Run 1, routing congestion map:
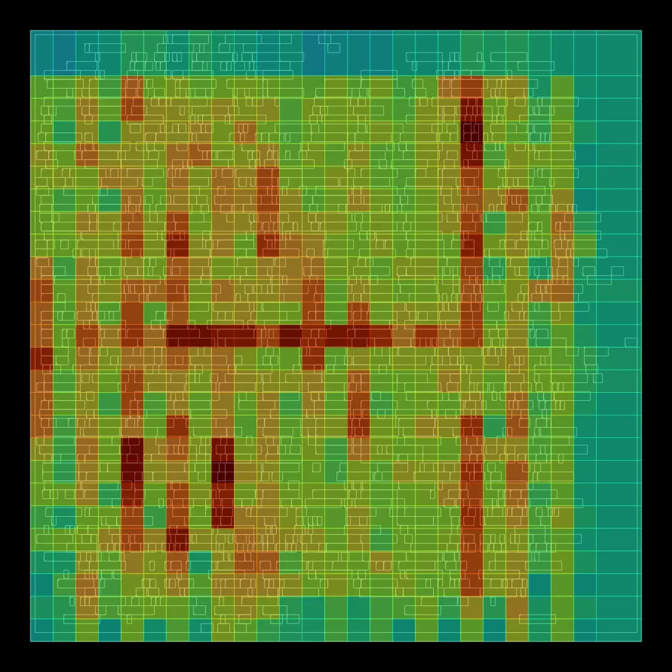
Run 1, register map, names as in the netlist:
Other sequential cells in the stronger grey, the rest of the logic in the fainter grey.
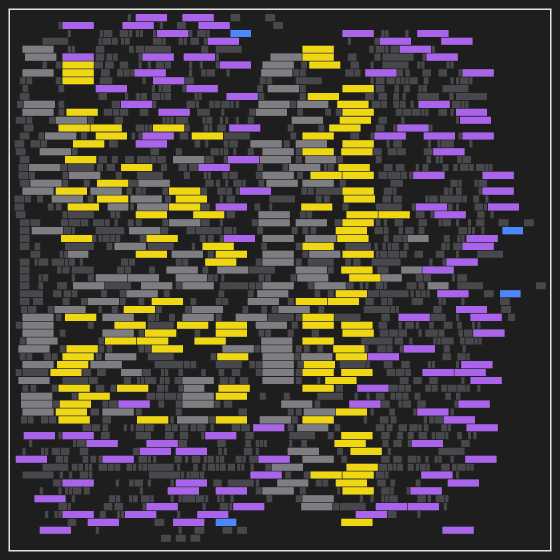
Run 1, placement by cell class:
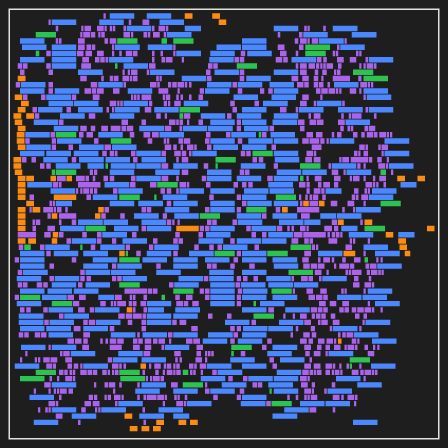
### config.mk
export PLATFORM = sky130hd
export DESIGN_NAME = lights_multi_divider
export DESIGN_NICKNAME = d
export VERILOG_FILES = /design/src/rtl/lights_multi_divider.sv
export SDC_FILE = /design/constraint.sdc
export NUM_CORES = 1
export LEC_CHECK = 0
export ABC_CLOCK_PERIOD_IN_PS = 14250
export CAP_MARGIN = 25
export CORE_UTILIZATION = 45
export DETAILED_ROUTE_END_ITERATION = 10
export PLACE_DENSITY_LB_ADDON = 0.2
export SETUP_SLACK_MARGIN = 0.4
export SYNTH_ARGS = -nofsm -noshare
export SYNTH_HDL_FRONTEND = slang
export SYNTH_SLANG_ARGS = --single-unit
### constraint.sdc
create_clock -name clk -period 14.25 [get_ports clk]
set_input_delay 4.275 -clock clk [delete_from_list [all_inputs] [get_ports clk]]
set_output_delay 4.275 -clock clk [all_outputs]
set_load 0.01 [all_outputs]
### src/rtl/lights_multi_divider.sv
// Multi-channel programmable divider: per-channel square wave and tick strobe, config shadowed and applied at TC.
// Optional build macro LIGHTS_SYNC_EN adds sync_restart, which phase-aligns every channel.
module lights_multi_divider #(
   parameter int unsigned  NUM_CH      = 4,
   parameter int unsigned  CNT_W       = 26,
   parameter int unsigned  DEFAULT_DIV = 25000000,
   localparam int unsigned CH_W        = (NUM_CH > 1) ? $clog2(NUM_CH) : 1
) (
   input  logic              clk,
   input  logic              rst_n,
`ifdef LIGHTS_SYNC_EN
   input  logic              sync_restart,
`endif
   input  logic              cfg_valid,
   output logic              cfg_ready,
   input  logic [CH_W-1:0]   cfg_ch,
   input  logic [CNT_W-1:0]  cfg_div,
   input  logic              cfg_en,
   output logic [NUM_CH-1:0] div_clk,
   output logic [NUM_CH-1:0] tick,
   output logic [NUM_CH-1:0] pending
);

   typedef struct packed {
      logic [CNT_W-1:0] div;
      logic             en;
   } ch_cfg_t;

   ch_cfg_t           active [NUM_CH];
   ch_cfg_t           shadow [NUM_CH];
   logic [CNT_W-1:0]  cnt    [NUM_CH];
   logic [NUM_CH-1:0] wr_hit;
   ch_cfg_t           cfg_word;
   logic              restart;

   assign cfg_word = '{div: cfg_div, en: cfg_en};

`ifdef LIGHTS_SYNC_EN
   assign restart = sync_restart;
`else
   assign restart = 1'b0;
`endif

   // Channel decode; an out-of-range index matches nothing, so it is ready and silently dropped.
   always_comb begin
      cfg_ready = 1'b1;
      wr_hit    = '0;
      for (int i = 0; i < NUM_CH; i++) begin
         if (cfg_ch == CH_W'(i)) begin
            cfg_ready = ~pending[i];
            wr_hit[i] = cfg_valid & ~pending[i];
         end
      end
   end

   always_ff @(posedge clk) begin
      if (!rst_n) begin
         for (int i = 0; i < NUM_CH; i++) begin
            cnt[i]    <= '0;
            active[i] <= '{div: CNT_W'(DEFAULT_DIV), en: 1'b1};
            shadow[i] <= '0;
         end
         div_clk <= '0;
         tick    <= '0;
         pending <= '0;
      end else begin
         for (int i = 0; i < NUM_CH; i++) begin
            if (restart) begin
               cnt[i]     <= '0;
               div_clk[i] <= 1'b0;
               tick[i]    <= 1'b0;
               if (pending[i]) begin
                  active[i]  <= shadow[i];
                  pending[i] <= 1'b0;
               end
            end else if (!active[i].en) begin
               cnt[i]     <= '0;
               div_clk[i] <= 1'b0;
               tick[i]    <= 1'b0;
               if (pending[i]) begin
                  active[i]  <= shadow[i];
                  pending[i] <= 1'b0;
               end
            end else if (cnt[i] == active[i].div) begin
               // Terminal count: finish this period under the old setting, then swap in the shadow.
               cnt[i]  <= '0;
               tick[i] <= 1'b1;
               if (pending[i]) begin
                  active[i]  <= shadow[i];
                  pending[i] <= 1'b0;
                  div_clk[i] <= shadow[i].en ? ~div_clk[i] : 1'b0;
               end else begin
                  div_clk[i] <= ~div_clk[i];
               end
            end else begin
               cnt[i]  <= cnt[i] + CNT_W'(1);
               tick[i] <= 1'b0;
            end

            // Acceptance only happens with pending clear, so it never collides with an apply above.
            if (wr_hit[i]) begin
               shadow[i]  <= cfg_word;
               pending[i] <= 1'b1;
            end
         end
      end
   end

endmodule

==> flow_metrics.tcl, run 1 <==
# implementation run metrics
set metrics [dict create \
    status "complete, no violations" \
    postCtsSetupBuffers 0 \
    slew_headroom 0.266 \
    numCtsBuffers 36 \
    whs_path_depth 1 \
    pre_cts_ws_ns 4.01 \
    required_ns 9.97 \
    fin_worst_skew_ns 0.0205 \
    postSynthCellCount 1177 \
    crit_start "cfg_ch[0]" \
    p_leak_nw 6.22 \
    yosys.area_share.xor_xnor 0.114 \
    path_class "in2out" \
    final-hold-violation-count 0 \
    comb_area_mm2 0.00562 \
    fillers 2822 \
    postRouteAntennaNets 0 \
    area_leaders "edfxtp_1 (63%), xor2_1 (9.7%), and2_1 (6.8%)" \
    ys_sh_mux 0.00147 \
    grt_pass1_vias 8403 \
    yosysMostFrequentCell "edfxtp_1" \
    die-height_um 186 \
    yosysWarnings 0 \
    ys_cells 1177 \
    yosys.area_share.aoi 0.0183 \
    ys_seq_frac 0.645 \
    ys_sh_simple 0.202 \
    edf_count 320 \
    drt_iter0_drc 661 \
    ir_drop_mv 0.140 \
    cts_hold_buf 0 \
    worstHoldPathType "reg2reg" \
    cts_buffer_depth 3 \
    place_congestion 0.808 \
    async_reset_ff_frac 0 \
    ff_type "edfxtp_1" \
    cts_tree "yes" \
    synth_chip_area_mm2 0.0153 \
    finalSetupTns_ns 0 \
    root_buffer "clkbuf_16" \
    layout_min_cycle_time_ns 10.23 \
    setup_ws_ns 4.02 \
    final_nets 1376 \
]
-- 'routing congestion map' (at the start) --
grt met1 use: 0.253
grt met2 use: 0.296
Total GRT Usage: 0.186
met3 Track Usage GR: 0.0360

-- 'register map, names as in the netlist' (at the start) --
Key: yellow = `active` [sequential cells 108]; purple = `cnt` [sequential cells 104, where all over the die]; blue = `tick` [sequential cells 4]
Another 116 sequential cells are not coloured.
Seq power: 1.15 mW
Flop area: 0.00985 mm²
Seq/total area: 0.551
final core occ: 0.535

-- 'placement by cell class' (at the start) --
Key: green = clock drivers and dummy loads [cells 63]; purple = remaining logic cells [cells 907]; blue = sequential cells [cells 332]; orange = remaining buffers and delay cells [cells 63]
Finished Cell Area: 0.0179 mm²
core area: 0.0334 mm²
row cnt: 67

run 1: through the flow:
stage | hold slack (ns) | power, mW | std cells | util
floorplan | 0.475 | 1.23 | 1280 | -
global placement | 0.479 | 1.28 | 1746 | 0.497
detailed placement | 0.484 | 1.29 | 1750 | 0.499
CTS | 0.494 | 2.22 | 1813 | 0.535
global route | 0.512 | 2.27 | 1813 | 0.535
finish | 0.489 | 2.20 | 1814 | 0.535
run 1: routing by layer:
| layer | global-route usage | part of all wire |
|---|---|---|
| met1 | 0.253 | 0.45 |
| met2 | 0.296 | 0.46 |
| met3 | 0.0360 | 0.061 |
| met4 | 0.0672 | 0.033 |
| met5 | 0.00571 | 0.00042 |
run 1: worst max-delay path, stage by stage:
cell and delay [ns]:
clkdlybuf4s50_1 0.54, mux4_2 0.52, inv_1 0.07, clkdlybuf4s50_1 0.54
run 1: how the worst min path moves through the flow:
stage                                startpoint                           to  slack, ns
detailed placement  shadow[2][22]$_SDFFCE_PN0P_  active[2][22]$_SDFFCE_PN1P_       0.48
global route        shadow[2][17]$_SDFFCE_PN0P_  active[2][17]$_SDFFCE_PN1P_       0.51
floorplan           shadow[0][12]$_SDFFCE_PN0P_  active[0][12]$_SDFFCE_PN1P_       0.48
finish              shadow[3][17]$_SDFFCE_PN0P_      active[3][17]$_DFFE_PP_       0.49
global placement    shadow[3][13]$_SDFFCE_PN0P_      active[3][13]$_DFFE_PP_       0.48
CTS                 shadow[3][17]$_SDFFCE_PN0P_      active[3][17]$_DFFE_PP_       0.49
run 1: where the power goes:
group          total, mW  internal (mW)  switching [mW]
clock network      0.930          0.562           0.368
registers           1.15           1.12          0.0368
logic              0.114         0.0454          0.0681
run 1: placed cells by master (no fill, tap or decap), types with 28 or more instances in the layout:
cell	instances
and2_1	166
conb_1	104
nand2_1	51
edfxtp_1	320
nor2_1	128
nand3_1	48
nand2b_1	43
xor2_1	169
xnor2_1	30
clkbuf_16	37
clkdlybuf4s50_1	44
nand4_1	28
run 1: registers in the layout, indices dropped and copies added, names as in the netlist:
signal / cells
shadow: 108
tick: 4
div_clk: 4
pending: 4
cnt: 104
active: 108
run 1: final cells by class:
type                            count  share of cell area
Clock inverter                     24              0.0137
Tap cell                          448              0.0313
Sequential cell                   332               0.551
Antenna cell                        1            0.000140
Inverter                           12             0.00252
Timing Repair Buffer               63              0.0351
Multi-Input combinational cell    895               0.314
Clock buffer                       39              0.0522
run 1: kinds of logic (layout without fill, tap and decap cells):
family	count (synthesis)	after routing
compound gates	28	28
xor+xnor	199	199
fa+ha+maj	4	4
buf+inv	53	138
flops	332	332
mux	1	1
other cells	1	105
simple gates	559	559
==> inputs of run 2 (changes only) <==
--- a/config.mk
+++ b/config.mk
@@ -5,7 +5,7 @@
 export SDC_FILE = /design/constraint.sdc
 export NUM_CORES = 1
 export LEC_CHECK = 0
-export ABC_CLOCK_PERIOD_IN_PS = 14250
+export ABC_CLOCK_PERIOD_IN_PS = 10300
 export CAP_MARGIN = 25
 export CORE_UTILIZATION = 45
 export DETAILED_ROUTE_END_ITERATION = 10
==> constraint.sdc (replaced) <==
create_clock -name clk -period 10.3 [get_ports clk]
set_input_delay 3.09 -clock clk [delete_from_list [all_inputs] [get_ports clk]]
set_output_delay 3.09 -clock clk [all_outputs]
set_load 0.01 [all_outputs]
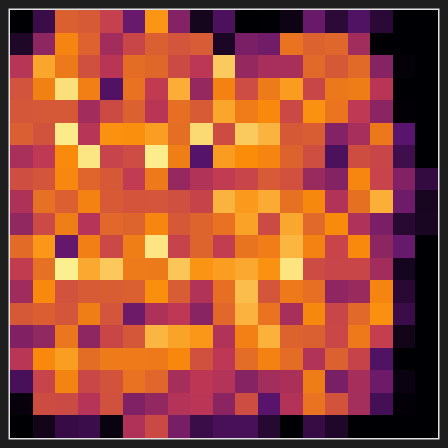
Run 2: cell density map
The die is cut into 19 by 19 equal tiles; black is low, pale yellow is high, 0 to 100% covered.
13% of the tiles are over 75% full. The mean over all tiles is 50%. 9.1% of the tiles are nearly empty.
final core occ: 0.536
Initial Util: 0.457

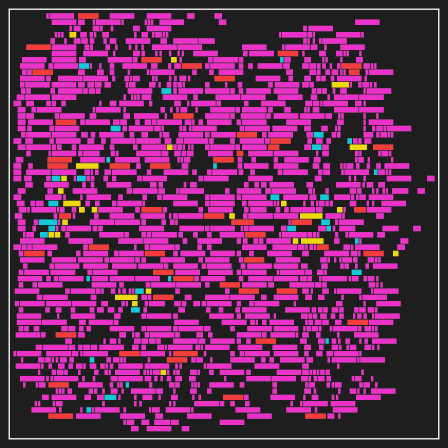
Run 2: cells by drive strength
Key: yellow = x3 and x4 [cells 25]; cyan = x2 [cells 32]; magenta = x1 and smaller [cells 1264]; red = x6 and larger [cells 50]
Finished Cell Area: 0.0179 mm²
nonclk buf count: 64
setup ws final: 2.43 ns
Layout area overhead: 17.5%

==> flow_metrics.tcl, run 2 <==
# implementation run metrics
set metrics [dict create \
    status "complete, no violations" \
    ys_sh_mux 0.00147 \
    ys_sh_simple 0.202 \
    cts_tree "yes" \
    final-hold-violation-count 0 \
    layout_min_cycle_time_ns 7.87 \
    die-height_um 186 \
    top_regs "active x108, shadow x108, cnt x104" \
    fin_worst_skew_ns 0.0162 \
    grt.overflow.total 0 \
    grt_util_all_layers 0.191 \
    place_congestion 0.811 \
    cts_buffer_depth 3 \
    edf_count 320 \
    dr_total_vias 8936 \
    required_ns 7.21 \
    ir_drop_mv 0.145 \
    core_mm2 0.0334 \
    grt_pass1_vias 8725 \
    slew_headroom 0.276 \
    postRouteAntennaNets 0 \
    finalSetupTns_ns 0 \
    instances_no_fill 1819 \
    postSynthCellCount 1177 \
    final_layout_top_logic_cells "edfxtp_1 (320), xor2_1 (169), and2_1 (166)" \
    postCtsSetupBuffers 0 \
    whs_path_depth 1 \
    ff_type "edfxtp_1" \
    root_buffer "clkbuf_16" \
    yosys.area_share.aoi 0.0183 \
    area_leaders "edfxtp_1 (63%), xor2_1 (9.7%), and2_1 (6.8%)" \
    synth_chip_area_mm2 0.0153 \
    row_count 67 \
    diodes 0 \
    async_reset_ff_frac 0 \
    ys_seq_frac 0.645 \
    dpl.cell_count 1751 \
    p_leak_nw 6.26 \
    layout_top_cell "edfxtp_1" \
    drt_iter0_drc 662 \
    worstHoldEndpoint "active[1][12]$_SDFFCE_PN1P_" \
    hold_start "shadow[1][12]$_SDFFCE_PN0P_" \
    numCtsBuffers 37 \
    worstHoldPathType "reg2reg" \
    path_class "in2out" \
    cts_hold_buf 0 \
]
==> run 2: cell count changes in the layout (fill, tap and decap cells not counted), sizes merged <==
cell | previous run | this run
clkbuf | 39 | 47
clkinv | 16 | 14
buf | 19 | 20
bufinv | 5 | 4
clkinvlp | 3 | 2
diode | 1 | 0
inv | 12 | 13
==> run 2: cell families (layout without fill, tap and decap cells) <==
family                     count (synthesis)  in the layout
AOI/OAI and AO/OA                         28             28
DFF                                      332            332
buffers and inverters                     53            144
and+or+nand+nor                          559            559
xor gates and xnor gates                 199            199
other                                      1            104
adders and majority gates                  4              4
muxes                                      1              1
==> run 2: how the worst max path moves through the flow <==
stage / end / cells past startpoint / start
after CTS: cfg_ready / 4 / cfg_ch[0]
after global routing: cfg_ready / 4 / cfg_ch[0]
after floorplan: cfg_ready / 2 / cfg_ch[0]
after global placement: cfg_ready / 4 / cfg_ch[0]
final: cfg_ready / 4 / cfg_ch[0]
after detailed placement: cfg_ready / 4 / cfg_ch[0]
==> run 2: metrics by stage <==
| step | cell area, µm² | setup WS (ns) | power, mW |
|---|---|---|---|
| 6_report | 17900 | 2.43 | 3.08 |
| 5_1_grt | 17900 | 2.39 | 3.19 |
| 3_3_place_gp | 16600 | 2.48 | 1.78 |
| 3_5_place_dp | 16700 | 2.44 | 1.78 |
| 4_1_cts | 17900 | 2.43 | 3.11 |
| 2_1_floorplan | 15700 | 3.56 | 1.71 |
==> run 2: final cells by class <==
type | instances | area (µm²)
well taps | 448 | 561
fillers | 2818 | 15500
inverters | 12 | 45.0
clock inverters | 21 | 211
flip-flops and latches | 332 | 9850
multi-input cells | 895 | 5620
clock buffers | 47 | 1030
repair buffers | 64 | 631
==> run 2: worst max-delay path, stage by stage <==
cell and delay, ns:
clkdlybuf4s50_1 0.54, mux4_2 0.53, inv_1 0.07, clkdlybuf4s50_1 0.54
==> run 2: layer usage <==
metal / track usage / routed length (µm) / up-vias
met3: 0.0284 / 1750 / 47
met4: 0.0587 / 792 / 0
li1: - / - / 4370
met5: 0 / 0 / -
met1: 0.269 / 14300 / 4318
met2: 0.304 / 14600 / 201
==> run 2: power breakdown <==
group | switching [mW] | internal (mW)
combinational | 0.0957 | 0.0627
clock | 0.522 | 0.807
sequential | 0.0500 | 1.55
total | 0.668 | 2.42
==> inputs of run 3 (changes only) <==
--- a/config.mk
+++ b/config.mk
@@ -5,7 +5,7 @@
 export SDC_FILE = /design/constraint.sdc
 export NUM_CORES = 1
 export LEC_CHECK = 0
-export ABC_CLOCK_PERIOD_IN_PS = 10300
+export ABC_CLOCK_PERIOD_IN_PS = 6900
 export CAP_MARGIN = 25
 export CORE_UTILIZATION = 45
 export DETAILED_ROUTE_END_ITERATION = 10
==> constraint.sdc (replaced) <==
create_clock -name clk -period 6.9 [get_ports clk]
set_input_delay 2.07 -clock clk [delete_from_list [all_inputs] [get_ports clk]]
set_output_delay 2.07 -clock clk [all_outputs]
set_load 0.01 [all_outputs]
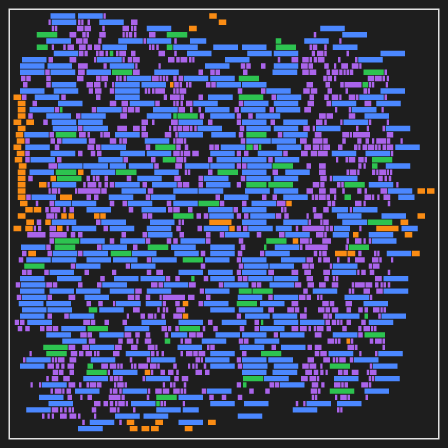
Run 3: placement by cell class
Key: orange = remaining buffers and delay cells [cells 65]; purple = remaining logic cells [cells 907]; green = clock drivers and dummy loads [cells 66]; blue = sequential cells [cells 332]

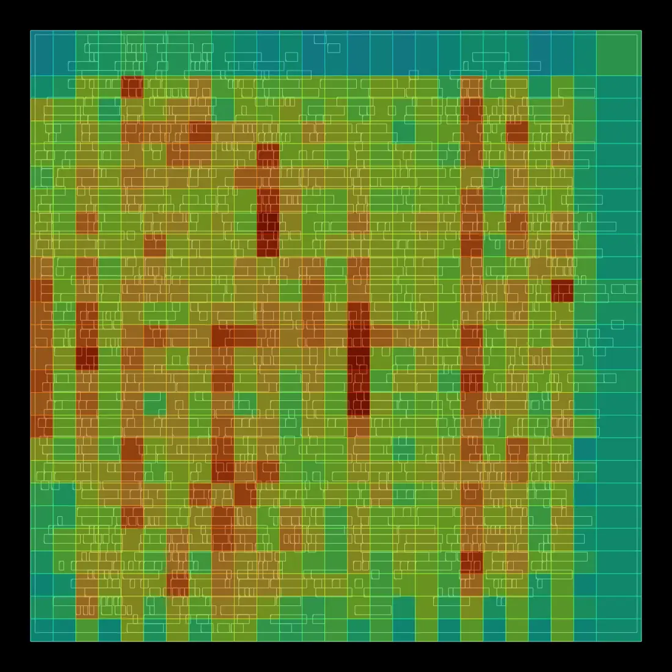
Run 3: routing congestion map
DR WL/cell: 17.1 µm
grt met1 use: 0.271
final core occ: 0.539

==> flow_metrics.tcl, run 3 <==
# implementation run metrics
set metrics [dict create \
    status "complete, no violations" \
    row_count 67 \
    setup_ws_ns 1.06 \
    yosysWarnings 0 \
    dr_total_vias 8891 \
    fillers 2820 \
    required_ns 4.83 \
    place_congestion 0.795 \
    top_layer_used "met4" \
    fin_worst_skew_ns 0.0220 \
    instances_no_fill 1819 \
    drt_iter0_drc 710 \
    grt_pass1_vias 8553 \
    worstHoldPathType "reg2reg" \
    syn_to_final_growth_pct 18.0 \
    postRouteAntennaNets 0 \
    met3_wirelength_um 1950 \
    pre_cts_ws_ns 1.06 \
    fp-utilization 0.457 \
    place_area_mm2 0.0167 \
    grt.overflow.total 0 \
    cts_tree "yes" \
    final_nets 1379 \
    fin_hold_ws_ns 0.495 \
    postSynthCellCount 1177 \
    slew_headroom 0.367 \
    ff_type "edfxtp_1" \
    ys_cells 1177 \
    ys_seq_frac 0.645 \
    postCtsSetupBuffers 0 \
    wl_met2_um 14400 \
    whs_path_depth 1 \
]
run 3: worst paths after layout:
check | end | slack (ns)
max | cfg_ready | 1.06
max reg2reg | active[1][6]$_SDFFCE_PN0P_ | 3.97
min reg2reg | active[3][15]$_DFFE_PP_ | 0.49
min | active[3][15]$_DFFE_PP_ | 0.49
run 3: area by class of cell:
class	instances	area (µm²)	area share
flip-flops and latches	332	9850	0.546
multi-input cells	895	5620	0.312
clock buffers	41	951	0.0528
repair buffers	65	648	0.0360
well taps	448	561	0.0311
clock inverters	25	350	0.0194
inverters	12	45.0	0.00250
diodes	1	2.50	0.000139
run 3: worst reg2reg max path, cell delays in order, from the launching register on:
cell      delay [ns]
edfxtp_1        0.50
xor2_1          0.22
nor4_1          0.49
nand4_2         0.27
o21bai_2        0.52
a21boi_2        0.24
buf_4           0.34
run 3: cells by family (layout without fill, tap and decap cells):
family / count (synthesis) / after routing / share of synthesized area
adder cells (fa/ha/maj): 4 / 4 / 0.00328
multiplexers: 1 / 1 / 0.00147
other: 1 / 105 / 0.000246
buffers and inverters: 53 / 143 / 0.0156
XOR/XNOR: 199 / 199 / 0.114
flip-flops: 332 / 332 / 0.645
AND-OR/OR-AND: 28 / 28 / 0.0183
AND/OR/NAND/NOR: 559 / 559 / 0.202
run 3: where the power goes:
| group | leakage, nW | internal [mW] | total [mW] | switching (mW) |
|---|---|---|---|---|
| clock network | 0.620 | 1.27 | 2.08 | 0.806 |
| logic | 2.50 | 0.0944 | 0.238 | 0.143 |
| registers | 3.17 | 2.31 | 2.38 | 0.0761 |
run 3: layer usage:
layer / GRT usage / vias up
li1: - / 4374
met1: 0.271 / 4261
met2: 0.297 / 207
met3: 0.0315 / 49
met4: 0.0525 / 0
met5: 0 / -
Power is estimated from default activity; no workload was simulated.
